<file path="src/rtl/minmax_scan.sv">
// Scans an inclusive address window of a synchronous memory and reports min, max, range and word count.
// Optional first-address tracking of min/max is enabled by defining MINMAX_SCAN_ADDR_TRACK_EN.
module minmax_scan #(
    parameter int DW = 8,
    parameter int AW = 8
) (
    input  logic          clk,
    input  logic          rst,
    input  logic          start,
    input  logic [AW-1:0] start_addr,
    input  logic [AW-1:0] end_addr,
    output logic          mem_rd_en,
    output logic [AW-1:0] mem_addr,
    input  logic          mem_rd_valid,
    input  logic [DW-1:0] mem_rd_data,
    output logic          busy,
    output logic          done,
    output logic          empty,
    output logic [DW-1:0] min_val,
    output logic [DW-1:0] max_val,
    output logic [DW-1:0] max_diff,
    output logic [AW:0]   count
`ifdef MINMAX_SCAN_ADDR_TRACK_EN
    ,
    output logic [AW-1:0] min_addr,
    output logic [AW-1:0] max_addr
`endif
);

    // state | meaning
    // IDLE  | waiting for start; results of the last scan held
    // REQ   | one-cycle read request for address i
    // WAIT  | waiting for read data of address i
    // FIN   | compute max_diff, raise done next cycle
    typedef enum logic [1:0] {IDLE, REQ, WAIT, FIN} state_t;

    state_t        state, state_nxt;
    logic [AW-1:0] i_addr, j_addr;
    logic          first;

    assign mem_addr = i_addr;
    assign first    = (count == '0);

    always_ff @(posedge clk) begin
        if (rst) state <= IDLE;
        else     state <= state_nxt;
    end

    always_comb begin
        state_nxt = state;
        mem_rd_en = 1'b0;
        busy      = 1'b1;
        case (state)
            IDLE: begin
                busy = 1'b0;
                if (start) state_nxt = (start_addr > end_addr) ? FIN : REQ;
            end
            REQ: begin
                mem_rd_en = 1'b1;
                state_nxt = WAIT;
            end
            WAIT: begin
                if (mem_rd_valid) state_nxt = (i_addr == j_addr) ? FIN : REQ;
            end
            FIN: state_nxt = IDLE;
            default: state_nxt = IDLE;
        endcase
    end

    // Equality termination keeps a window ending at the top address from wrapping.
    always_ff @(posedge clk) begin
        if (rst) begin
            i_addr   <= '0;
            j_addr   <= '0;
            done     <= 1'b0;
            empty    <= 1'b0;
            min_val  <= '0;
            max_val  <= '0;
            max_diff <= '0;
            count    <= '0;
`ifdef MINMAX_SCAN_ADDR_TRACK_EN
            min_addr <= '0;
            max_addr <= '0;
`endif
        end else begin
            done <= 1'b0;
            case (state)
                IDLE: begin
                    if (start) begin
                        i_addr   <= start_addr;
                        j_addr   <= end_addr;
                        empty    <= (start_addr > end_addr);
                        min_val  <= '0;
                        max_val  <= '0;
                        max_diff <= '0;
                        count    <= '0;
`ifdef MINMAX_SCAN_ADDR_TRACK_EN
                        min_addr <= '0;
                        max_addr <= '0;
`endif
                    end
                end
                WAIT: begin
                    if (mem_rd_valid) begin
                        if (first || (mem_rd_data < min_val)) begin
                            min_val <= mem_rd_data;
`ifdef MINMAX_SCAN_ADDR_TRACK_EN
                            min_addr <= i_addr;
`endif
                        end
                        if (first || (mem_rd_data > max_val)) begin
                            max_val <= mem_rd_data;
`ifdef MINMAX_SCAN_ADDR_TRACK_EN
                            max_addr <= i_addr;
`endif
                        end
                        count <= count + 1'b1;
                        if (i_addr != j_addr) i_addr <= i_addr + 1'b1;
                    end
                end
                FIN: begin
                    max_diff <= max_val - min_val;
                    done     <= 1'b1;
                end
                default: ;
            endcase
        end
    end

endmodule
</file>
<file path="config.mk">
export PLATFORM = sky130hd
export DESIGN_NAME = minmax_scan
export DESIGN_NICKNAME = d
export VERILOG_FILES = /design/src/rtl/minmax_scan.sv
export SDC_FILE = /design/constraint.sdc
export NUM_CORES = 1
export LEC_CHECK = 0
export CAP_MARGIN = 10
export CORE_ASPECT_RATIO = 0.8
export CORE_UTILIZATION = 51
export CTS_CLUSTER_SIZE = 8
export DETAILED_ROUTE_END_ITERATION = 10
export PLACE_DENSITY = 0.81
export SKIP_LAST_GASP = 1
export SYNTH_ARGS = -nofsm -noshare
export SYNTH_HDL_FRONTEND = slang
export SYNTH_SLANG_ARGS = --single-unit
export TNS_END_PERCENT = 10
</file>
<file path="constraint.sdc">
create_clock -name clk -period 2.55 [get_ports clk]
set_input_delay 0.51 -clock clk [delete_from_list [all_inputs] [get_ports clk]]
set_output_delay 0.51 -clock clk [all_outputs]
set_load 0.01 [all_outputs]
</file>
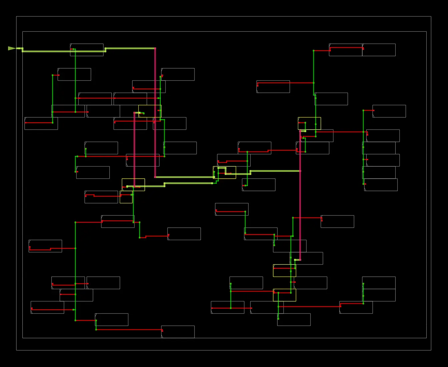
final_clocks.png
Latency at later pin: 310 ps
clkbuf count: 6
Seq cells: 53
Clock Sinks: 53

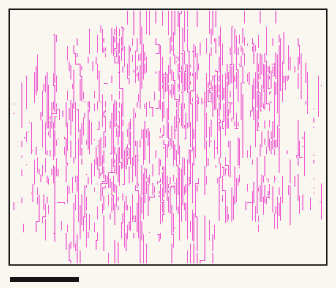
met2.png
The bar under the picture is 20 um long.
share of all routed wire: 43%
longest straight run: 24.8 um
wire length on this layer: 3730 um
main direction: vertical
nets with wire on the layer: 468

==> run summary <==
Design Area, Final - 0.00428 mm^2
CTS resizes - 0
CTS max path bufs - 2
Worst Setup Slack, final - 341 ps
count of hold buffers inserted by post-cts repair - 0
H-Tree Depth - 2
clock-pin slew on the worst setup and hold paths - 90 ps
die height - 74.1 um
gpl congestion - 0.883
CP top delay family - AND-OR/OR-AND gates
WL met1 - 4.16 mm
Clock group - 495 uW
RSZ-0062 raised after global routing - false
cts bufs inserted - 5
required time of the critical path - 2800 ps
Synth Net Count - 457
min Tclk post-route - 2210 ps
transition time of the tightest slew-check pin - 612 ps
vias in the first global route - 2927
OpenROAD warning count - 27
Post-Place Cell Area - 0.00419 mm^2
# rows - 25
Max-area cell share - 32.0%
Chip Area - 0.00682 mm^2
antenna violations before repair - 0
final core occ - 70.2%
fp util - 54.3%
main flop type - dfxtp_1
IO Pins - 73
ys cells - 395
Worst Path Max Fanout - 4
synthesis-to-finish area growth - 29.3%
post-synth top area cell - dfxtp_1
Pwr Total - 2.00 mW
nets - 538
Yosys warning count - 0
Overflow after GRT - 0
pin count of the biggest net entering global routing - 24
Critical Setup Path Class - input port to flop
clk_skew - 5.81 ps
number of setup buffers added after CTS - 0
P_int - 1.36 mW
DR iter-0 viols - 242
Final period util - 86.6%
distinct lib cells - 56
Power per Cell Area - 466 mW/mm^2
Startpoint Class - input port
Clk pwr share - 24.8%
DRT Wirelength - 8.76 mm
critical path's largest stage delay - 450 ps
FFs w/ async S/R, synth - 0%
Fin Hold WS - 460 ps
hpwl dp - 6.87 mm
area figure in the yosys stat output - 0.00331 mm^2
Fin Setup TNS - 0 ps
outcome - complete, no violations
Routed met2 length - 3.73 mm
combinational power - 580 uW
switch share - 31.8%
global-route wire length before repair - 14.4 mm
CP cell instances - clkdlybuf4s50_1, ha_1, a2111oi_0, o311ai_0, a31oi_4, buf_4, mux2i_1
Hold Fails Final Rpt - 0
switching power - 634 uW
Slew headroom - 59.0%
Mapped Area - 0.00331 mm^2
P_seq - 921 uW
Seq pwr share - 46.1%
Die W - 92.1 um
Final Max Slew Viols - 0
layout cells sized above 1 - 8.40%
met3 WL - 671 um
met1 Use GR - 38.5%
# setup viols final - 0
Max Used Layer - met4
Mapped Avg Cell Area - 8.38 um^2
met2 usage - 40.0%
Flops after synth - 53
GRT Max-Usage Layer - met2
Commonest cells post-synth - 53 x dfxtp_1, 49 x nand2_1, 35 x inv_1
Comb power frac - 29.1%
Layout Cells excl Fill - 557
highest-power group - sequential cells
Place WS - -3.52 ps
cells after synthesis - 395
First-pass DRT Iterations - 5
met3 layer usage reported by global route - 5.42%
CTS root buf - clkbuf_8
Detail Route Antenna Nets - 0
Post-synth EDFFs - 0
Core Box Area - 0.00610 mm^2
Arr. time, crit path - 2460 ps
main area contributors - dfxtp_1 32%, ha_1 12%, nand2_1 5.6%
worst min-delay path class - flop to flop
fill cell count - 490
CTS tree - yes
port bufs - 72
Max-Cap Viols - 0
placed cell count - 550
Residual DRC - 0
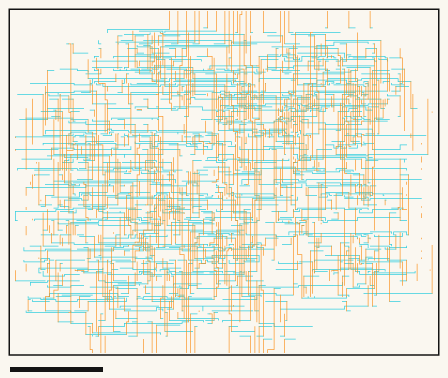
metal_stack.png
The bar under the picture is 20 um long. Two of the layers only.
legend:
  met1:
    colour: cyan
    wire_length: 4160 um
  met2:
    colour: orange
    wire_length: 3730 um
via count: 3174
drt wl/cell: 15.7 um

[worst min-delay path, delay by kind of cell, from the launching register on]
kind | cells | cell delay, ps
AOI/OAI and AO/OA | 1 | 50
DFF | 1 | 320
and+or+nand+nor | 1 | 50
[logic make-up (layout without fill, tap and decap cells)]
| logic type | after synthesis | after routing | share of synthesized area (%) |
|---|---|---|---|
| flops | 53 | 53 | 32.0 |
| simple gates | 140 | 140 | 21.6 |
| xor+xnor | 20 | 20 | 5.29 |
| mux | 18 | 18 | 5.48 |
| compound gates | 80 | 80 | 16.5 |
| buf+inv | 50 | 131 | 6.08 |
| fa+ha+maj | 34 | 34 | 13.1 |
[registers in the layout, indices dropped and copies added, names as in the netlist]
register  flops
min_val       8
max_diff      8
done          1
mem_addr      8
max_val       8
state         2
empty         1
count         9
j_addr        8
[cells in the final DEF (no fill, tap or decap), drive strengths merged, types with 4 or more instances in the layout]
cell	n
o211ai	5
buf	17
nand3	10
clkdlybuf4s50	72
xnor2	13
ha	33
nand2b	19
or3	4
nand4	9
nor2b	4
clkbuf	6
mux2i	17
a21oi	26
a31oi	11
o21ai	14
inv	35
nor2	25
nand2	49
dfxtp	53
xor2	7
[worst paths after layout]
kind | start | slack, ps | endpoint | depth (start not counted)
setup reg to reg | min_val[1] | 420 | max_diff[5] | 7
hold reg to reg | empty | 460 | empty | 2
setup / recovery | mem_rd_data[1] | 340 | min_val[6] | 7
hold / removal | empty | 460 | empty | 2
[final cells by class]
type	instances	area, um^2	area share [%]
Sequential cell	53	1060	24.8
Clock inverter	1	7.51	0.175
Timing Repair Buffer	89	848	19.8
Tap cell	81	101	2.37
Multi-Input combinational cell	292	2050	47.9
Inverter	35	131	3.07
Clock buffer	6	82.6	1.93
Power and IR drop assume default switching activity.
